<file path="src/rtl/tc_alu_bist_ctrl.sv">
// ============================================================================
// tc_alu_bist_ctrl : sequencing FSM for the ALU BIST datapath (seed/run/check)
// Rev 1.0
// ============================================================================
`default_nettype none

module tc_alu_bist_ctrl #(
    parameter int NUM_VECT = 32,
    parameter int CNT_W    = 8
) (
    input  logic             clk,
    input  logic             RST_N,
    input  logic             START,
    input  logic             LOOP,
    input  logic             ABORT,
    input  logic             PASS_N,
    output logic             TEST_EN,
    output logic             SET_EN,
    output logic             BUSY,
    output logic             DONE,
    output logic             PASS,
    output logic [CNT_W-1:0] FAIL_CNT
);

    typedef enum logic [2:0] {
        S_IDLE   = 3'd0,
        S_SEED   = 3'd1,
        S_SETTLE = 3'd2,
        S_RUN    = 3'd3,
        S_CHECK  = 3'd4,
        S_DONE   = 3'd5
    } state_t;

    localparam logic [CNT_W-1:0] C_LAST = CNT_W'(NUM_VECT - 1);
    localparam logic [CNT_W-1:0] C_MAX  = '1;

    state_t           r_state;
    state_t           w_nxt;
    logic [CNT_W-1:0] r_cnt;

    always_comb begin
        w_nxt = r_state;
        case (r_state)
            S_IDLE:   if (START) w_nxt = S_SEED;
            S_SEED:   w_nxt = S_SETTLE;
            S_SETTLE: w_nxt = S_RUN;
            S_RUN:    if (r_cnt == C_LAST) w_nxt = S_CHECK;
            S_CHECK:  w_nxt = S_DONE;
            S_DONE:   w_nxt = LOOP ? S_SEED : S_IDLE;
            default:  w_nxt = S_IDLE;
        endcase
        // ABORT wins over START and LOOP, and also blocks leaving IDLE
        if (ABORT) w_nxt = S_IDLE;
    end

    // Outputs are registered from the next state so they line up with r_state
    always_ff @(posedge clk or negedge RST_N) begin
        if (!RST_N) begin
            r_state  <= S_IDLE;
            r_cnt    <= '0;
            TEST_EN  <= 1'b0;
            SET_EN   <= 1'b0;
            BUSY     <= 1'b0;
            DONE     <= 1'b0;
            PASS     <= 1'b0;
            FAIL_CNT <= '0;
        end else begin
            r_state <= w_nxt;
            TEST_EN <= (w_nxt == S_SEED) || (w_nxt == S_SETTLE) ||
                       (w_nxt == S_RUN)  || (w_nxt == S_CHECK);
            SET_EN  <= (w_nxt == S_SEED);
            BUSY    <= (w_nxt != S_IDLE);
            DONE    <= (w_nxt == S_DONE);

            if ((r_state == S_RUN) && (w_nxt == S_RUN))
                r_cnt <= r_cnt + 1'b1;
            else
                r_cnt <= '0;

            if ((r_state == S_CHECK) && (w_nxt == S_DONE)) begin
                PASS <= ~PASS_N;
                if (PASS_N && (FAIL_CNT != C_MAX))
                    FAIL_CNT <= FAIL_CNT + 1'b1;
            end
        end
    end

endmodule

`default_nettype wire
</file>
<file path="config.mk">
export PLATFORM = sky130hd
export DESIGN_NAME = tc_alu_bist_ctrl
export DESIGN_NICKNAME = d
export VERILOG_FILES = /design/src/rtl/tc_alu_bist_ctrl.sv
export SDC_FILE = /design/constraint.sdc
export NUM_CORES = 1
export LEC_CHECK = 0
export ABC_AREA = 1
export CAP_MARGIN = 0
export CORE_UTILIZATION = 52
export DETAILED_ROUTE_END_ITERATION = 10
export PLACE_DENSITY = 0.78
export SLEW_MARGIN = 15
export SYNTH_ARGS = -nofsm -noshare
export SYNTH_HDL_FRONTEND = slang
export SYNTH_SLANG_ARGS = --single-unit
</file>
<file path="constraint.sdc">
create_clock -name clk -period 1.88 [get_ports clk]
set_clock_uncertainty 0.15 [all_clocks]
set_input_delay 0.376 -clock clk [delete_from_list [all_inputs] [get_ports clk]]
set_output_delay 0.376 -clock clk [all_outputs]
set_load 0.05 [all_outputs]
</file>
Selected gate families:
(6 px per um)
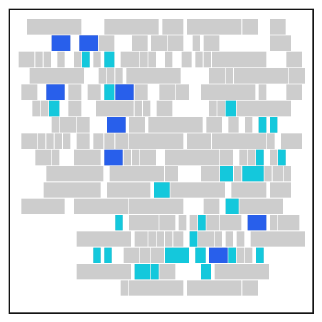
- blue: XOR/XNOR gates (cells 8; most used xor2_1)
- cyan: NOR gates (cells 25; most used nor2_1)
Commonest Layout Cell: nand2_1
fin cells: 199
Comb/total area: 35.48%

Met1 routing:
(6 px per um)
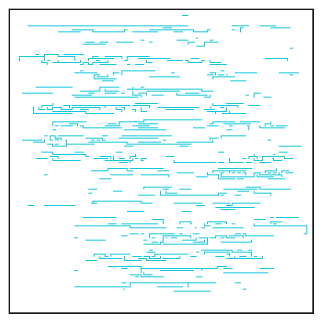
- share of all routed wire: 43%
- nets with wire on the layer: 157
met1 Usage GRT: 24.95%
via count: 1024

Zoomed window:
Window x 25 to 50, y 25 to 50 um. Cells in grey, sequential cells in the stronger grey; small squares are vias.
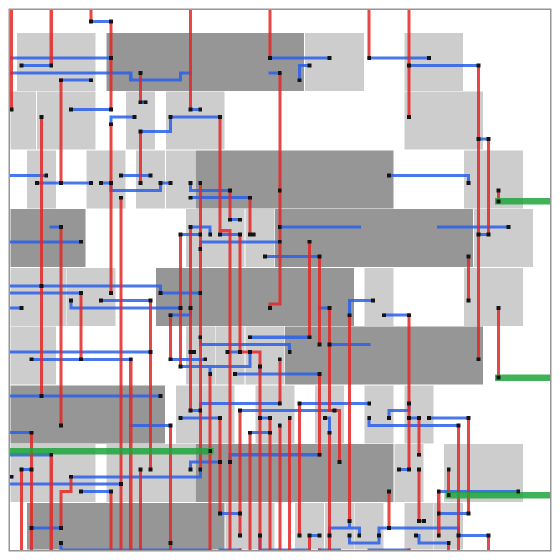
- blue: metal 1
- red: metal 2
- green: metal 3
- most frequent: buf_4 (9), dfrtp_1 (8), inv_1 (8)
- netlist names of flops here include: r_state (3)
- cells with their middle in the window: 45
- sequential cells in the window: 8

==> results_slide.txt <==
Physical Implementation Snapshot

Final timing
  – Hold Slack: 259.7 ps
  – Period utilisation layout: 93.35%
  – Worst-Margin Slew: 344.9 ps
  – Post-route minimum period: 1755 ps
  – Max-slew violation count: 0

GRT
  – First-pass GRT wire length: 4.057 mm
  – Antenna violations before repair: 0
  – GRT overflow: 0
  – Largest net degree at the start of global routing: 25

Clock network
  – Clock Tree Root: clkbuf_4
  – Worst-Skew Late Latency: 310 ps
  – Post-cts gate resize count: 0
  – CTS H-tree depth: 1
  – Setup Fix Bufs, Post-CTS: 1
  – CTS tree: done
  – Clock transition at path regs: 130 ps

Critical path
  – CP Data Required Time: 1950 ps
  – Worst reg2reg path endpoint: FAIL_CNT[3]
  – Worst Setup EP: FAIL_CNT[3]
  – Slowest CP cell: dfrtp_1
  – Worst-path fanout max: 9
  – CP peak stage delay: 430 ps
  – WS Path Type: reg2reg
  – CP most frequent cell: nand2_2
  – Setup crit start kind: register
  – Worst setup path startpoint: r_cnt[0]
  – Worst Path Arrival: 1820 ps

Cells and area
  – Buffer share of cell area: 17.94%
  – Largest regs: FAIL_CNT: 8 flops, r_cnt: 8 flops, r_state: 3 flops
  – Share of cells above drive strength 1: 28.07%
  – Filler cells: 174
  – Nets: 180
  – Comb_multi_in: 96

Logic synthesis
  – Syn Area/Cell: 8.895 um^2
  – Mux area share: 0%
  – Registers, synthesis: 24
  – Synth unique cells: 26
  – Most common cell in the netlist: nand2_1
  – Post-Syn Nets: 145
  – Dominant kind of combinational cell: simple AND/OR/NAND/NOR gates
  – Synth top cells by count: nand2_1 (34), dfrtp_1 (24), inv_1 (15), nor2_1 (13), nand4_1 (9)
  – Post-Synthesis Cell Area: 1219 um^2

Power and ir drop
  – Seq power: 538 uW
  – Sequential Power Share: 56.5%

Routing
  – Met1 Wirelength: 1.041 mm
  – DR WL/cell: 12.19 um
  – Starting DRC count in detailed routing: 16
  – # DRC: 0
  – ANT nets after route: 0
  – DRT Pass-1 Iters: 4
  – Vias per cell: 5.146
  – Met2 wire length: 1.258 mm

Floorplanning
  – # IOs: 19
  – Core Density at Floorplan: 55.09%
  – Die width: 50.41 um

Placement
  – Pre-CTS setup slack: -37.29 ps
  – DP Area: 1493 um^2
  – Port bufs: 18

Flow run
  – OpenROAD warning count: 26

Status
  – Run status: finished clean
Power figures rest on the tool's default switching activity, not on a simulated workload.
